## config.mk

```make
export PLATFORM = sky130hd
export DESIGN_NAME = mem_port_arbiter
export DESIGN_NICKNAME = d
export VERILOG_FILES = /design/src/rtl/mem_port_arbiter_pkg.sv /design/src/rtl/mem_port_arbiter_wait_timer.sv /design/src/rtl/mem_port_arbiter.sv
export SDC_FILE = /design/constraint.sdc
export NUM_CORES = 1
export LEC_CHECK = 0
export CORE_ASPECT_RATIO = 0.9
export CORE_MARGIN = 5
export CORE_UTILIZATION = 32
export DETAILED_ROUTE_END_ITERATION = 6
export GPL_ROUTABILITY_DRIVEN = 1
export RECOVER_POWER = 100
export SETUP_SLACK_MARGIN = 0.05
export SYNTH_ARGS = -nofsm -noshare
export SYNTH_HDL_FRONTEND = slang
export SYNTH_SLANG_ARGS = --single-unit
export TNS_END_PERCENT = 20
```

## constraint.sdc

```tcl
create_clock -name CLK -period 3 [get_ports CLK]
set_input_delay 0.6 -clock CLK [delete_from_list [all_inputs] [get_ports CLK]]
set_output_delay 0.6 -clock CLK [all_outputs]
set_load 0.01 [all_outputs]
```

## src/rtl/mem_port_arbiter_pkg.sv

```systemverilog
// Shared definitions for the two-port memory arbiter: FSM and owner encodings,
// default geometry, and the round-robin winner selection.
package mem_port_arbiter_pkg;

  localparam int DEF_AW      = 8;
  localparam int DEF_DW      = 8;
  localparam int DEF_TIMEOUT = 15;

  typedef enum logic [1:0] {
    ST_IDLE   = 2'd0,
    ST_ACCESS = 2'd1,
    ST_RESP   = 2'd2
  } state_e;

  typedef enum logic {
    OWN_F = 1'b0,
    OWN_D = 1'b1
  } owner_e;

  // On a tie the port that was not served last wins.
  function automatic owner_e pick_winner(input logic f_req, input logic d_req, input owner_e last);
    owner_e win;
    if (f_req && d_req) begin
      win = (last == OWN_D) ? OWN_F : OWN_D;
    end else if (f_req) begin
      win = OWN_F;
    end else begin
      win = OWN_D;
    end
    return win;
  endfunction

endpackage

```

## src/rtl/mem_port_arbiter_wait_timer.sv

```systemverilog
// Access wait counter: counts cycles spent waiting for the memory and flags the
// cycle whose 1-based number equals TIMEOUT.
module wait_timer
  import mem_port_arbiter_pkg::*;
#(
  parameter int TIMEOUT = DEF_TIMEOUT
) (
  input  logic clk,
  input  logic srst,
  input  logic clear_i,
  input  logic enable_i,
  output logic expired_o
);

  // count_q holds completed wait cycles, so the current cycle number is count_q + 1.
  localparam logic [7:0] LAST_COUNT = 8'(TIMEOUT - 1);

  logic [7:0] count_q;
  logic [7:0] count_d;

  always_comb begin
    count_d = count_q;
    if (clear_i) begin
      count_d = '0;
    end else if (enable_i) begin
      count_d = count_q + 8'd1;
    end
  end

  always_ff @(posedge clk) begin
    if (srst) begin
      count_q <= '0;
    end else begin
      count_q <= count_d;
    end
  end

  assign expired_o = enable_i && (count_q == LAST_COUNT);

endmodule

```

## src/rtl/mem_port_arbiter.sv

```systemverilog
// Round-robin arbiter sharing one single-access memory port between a fetch
// requester and a data requester, with a bounded wait for memory ready.
module mem_port_arbiter
  import mem_port_arbiter_pkg::*;
#(
  parameter int AW      = DEF_AW,
  parameter int DW      = DEF_DW,
  parameter int TIMEOUT = DEF_TIMEOUT
) (
  input  logic          CLK,
  input  logic          CLR,
  input  logic          FReq,
  input  logic [AW-1:0] FAddr,
  output logic          FGnt,
  output logic          FAck,
  output logic [DW-1:0] FData,
  input  logic          DReq,
  input  logic          DWe,
  input  logic [AW-1:0] DAddr,
  input  logic [DW-1:0] DWData,
  output logic          DGnt,
  output logic          DAck,
  output logic [DW-1:0] DRData,
  output logic          Err,
  output logic          MemEn,
  output logic          MemWe,
  output logic [AW-1:0] MemAddr,
  output logic [DW-1:0] MemWData,
  input  logic [DW-1:0] MemRData,
  input  logic          MemRdy
);

  state_e        state_q,  state_d;
  owner_e        owner_q,  owner_d;
  owner_e        last_q,   last_d;
  logic [AW-1:0] addr_q,   addr_d;
  logic          we_q,     we_d;
  logic [DW-1:0] wdata_q,  wdata_d;
  logic          err_q,    err_d;
  logic [DW-1:0] fdata_q,  fdata_d;
  logic [DW-1:0] drdata_q, drdata_d;
  logic          expired;
  logic          in_access;

  assign in_access = (state_q == ST_ACCESS);

  wait_timer #(
    .TIMEOUT(TIMEOUT)
  ) u_wait_timer (
    .clk      (CLK),
    .srst     (CLR),
    .clear_i  (!in_access),
    .enable_i (in_access),
    .expired_o(expired)
  );

  always_ff @(posedge CLK) begin
    if (CLR) begin
      state_q <= ST_IDLE;
    end else begin
      state_q <= state_d;
    end
  end

  always_comb begin
    state_d = state_q;
    case (state_q)
      ST_IDLE:   if (FReq || DReq) state_d = ST_ACCESS;
      ST_ACCESS: if (MemRdy || expired) state_d = ST_RESP;
      ST_RESP:   state_d = ST_IDLE;
      default:   state_d = ST_IDLE;
    endcase
  end

  // Transfer context: operands are frozen at grant so later requester changes cannot leak in.
  always_comb begin
    owner_d  = owner_q;
    last_d   = last_q;
    addr_d   = addr_q;
    we_d     = we_q;
    wdata_d  = wdata_q;
    err_d    = err_q;
    fdata_d  = fdata_q;
    drdata_d = drdata_q;
    case (state_q)
      ST_IDLE: begin
        if (FReq || DReq) begin
          owner_d = pick_winner(FReq, DReq, last_q);
          if (owner_d == OWN_F) begin
            addr_d  = FAddr;
            we_d    = 1'b0;
            wdata_d = '0;
          end else begin
            addr_d  = DAddr;
            we_d    = DWe;
            wdata_d = DWData;
          end
        end
      end
      ST_ACCESS: begin
        if (MemRdy || expired) begin
          // Ready wins over a coinciding timeout.
          err_d = !MemRdy;
          if (!we_q) begin
            if (owner_q == OWN_F) begin
              fdata_d = MemRdy ? MemRData : '0;
            end else begin
              drdata_d = MemRdy ? MemRData : '0;
            end
          end
        end
      end
      ST_RESP: begin
        last_d = owner_q;
      end
      default: begin
      end
    endcase
  end

  always_ff @(posedge CLK) begin
    if (CLR) begin
      owner_q  <= OWN_F;
      last_q   <= OWN_D;
      addr_q   <= '0;
      we_q     <= 1'b0;
      wdata_q  <= '0;
      err_q    <= 1'b0;
      fdata_q  <= '0;
      drdata_q <= '0;
    end else begin
      owner_q  <= owner_d;
      last_q   <= last_d;
      addr_q   <= addr_d;
      we_q     <= we_d;
      wdata_q  <= wdata_d;
      err_q    <= err_d;
      fdata_q  <= fdata_d;
      drdata_q <= drdata_d;
    end
  end

  always_comb begin
    FGnt     = (state_q != ST_IDLE) && (owner_q == OWN_F);
    DGnt     = (state_q != ST_IDLE) && (owner_q == OWN_D);
    FAck     = (state_q == ST_RESP) && (owner_q == OWN_F);
    DAck     = (state_q == ST_RESP) && (owner_q == OWN_D);
    Err      = (state_q == ST_RESP) && err_q;
    MemEn    = in_access;
    MemWe    = in_access && we_q;
    MemAddr  = in_access ? addr_q : '0;
    MemWData = in_access ? wdata_q : '0;
    FData    = fdata_q;
    DRData   = drdata_q;
  end

endmodule

```

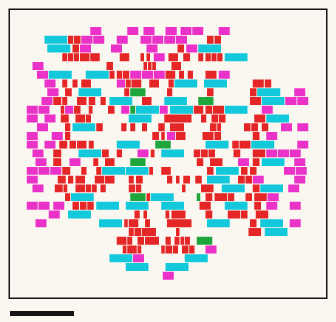
(placement by cell class)
Bar = 20 µm.
registers: drawn in cyan, cells 46. remaining logic cells: drawn in red, cells 186. clock drivers and dummy loads: drawn in green, cells 8. remaining buffers and delay cells: drawn in magenta, cells 81.

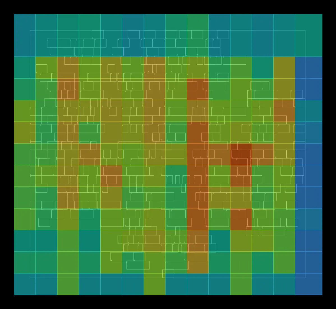
(routing congestion map)
final core utilization: 0.457
layer with the highest usage: met2
met1 layer usage reported by global route: 0.192

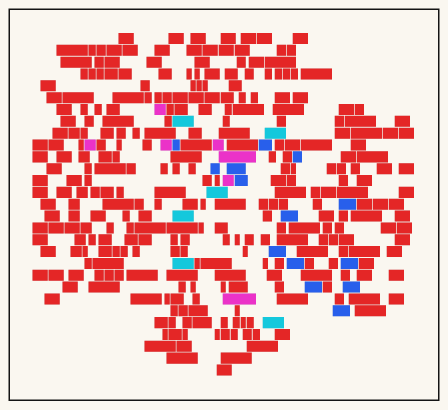
(cells by drive strength)
x2: drawn in blue, cells 14, share 4.4%. x1 and smaller: drawn in red, cells 294, share 92%. x6 and larger: drawn in cyan, cells 6, share 1.9%. x3 and x4: drawn in magenta, cells 7, share 2.2%.
number of buffers outside the clock class in the layout: 81
area delta synth->final: 41.0%
Non-Filler Cell Area, Final: 0.00317 mm²
final worst setup slack: 426 ps

==> results.py <==
# Generated from Yosys and OpenROAD reports
metrics = {
    "worst_setup_path": {
        "crit_path_max_fanout": 22,
        "critical_path_max_stage_delay_ps": 600,
        "critical_path_depth": 3,
    },
    "place": {
        "dpl.cell_count": 406,
        "gp_routability_congestion": 0.789,
    },
    "layout": {
        "nFillCells": 664,
        "antenna_cells": 0,
    },
    "global_route": {
        "gr-usage-all-layers": 0.141,
        "met3_track_demand_over_resource": 0.0398,
        "globalRoute.totalOverflow": 0,
    },
    "synthesis": {
        "synthDistinctLibCells": 35,
        "synth.area.mux_share": 0,
        "yosys_most_used_dff": "dfxtp_1",
        "synth.comb.largest_family": "simple AND/OR/NAND/NOR gates",
    },
    "cts": {
        "clkSinkCount": 46,
        "cts_resized": 0,
    },
    "floorplan": {
        "die_h_um": 89.5,
        "die_w_um": 98.3,
    },
    "status": {
        "outcome": "finished, final reports clean",
    },
    "routing": {
        "routed-wl-met3_um": 409,
        "top_layer_used": "met4",
        "wl_per_cell_um": 15.0,
    },
    "sta": {
        "fin_crit_ps": 2570,
        "worst_hold_slack_ps": 476,
    },
    "pwr": {
        "cellPowerDensity_mw_per_mm2": 429,
    },
    "min_path": {
        "holdPathStages": 2,
    },
}
==> cell type report <==
class,instances,area [µm²],share of cell area
tap,93,116,0.0367
multi-input combinational,180,1220,0.385
timing repair buffer,81,798,0.252
clock inverter,1,5.00,0.00158
clock buffer,7,86.3,0.0272
inverter,6,22.5,0.00711
sequential,46,921,0.291
==> power by group <==
group          internal [mW]  total (mW)  leakage, nW  switching (mW)
combinational          0.146       0.284        0.822           0.138
sequential             0.652       0.680        0.375          0.0284
clock                  0.186       0.393       0.0482           0.207
total                  0.984        1.36         1.25           0.374
==> sequential cells by signal, indices dropped and copies added, names as in the netlist <==
register,flops
we_q,1
wdata_q,8
state_q,2
owner_q,1
last_q,1
FData,8
err_q,1
u_wait_timer.count_q,8
DRData,8
addr_q,8
Power is estimated from default activity; no workload was simulated.
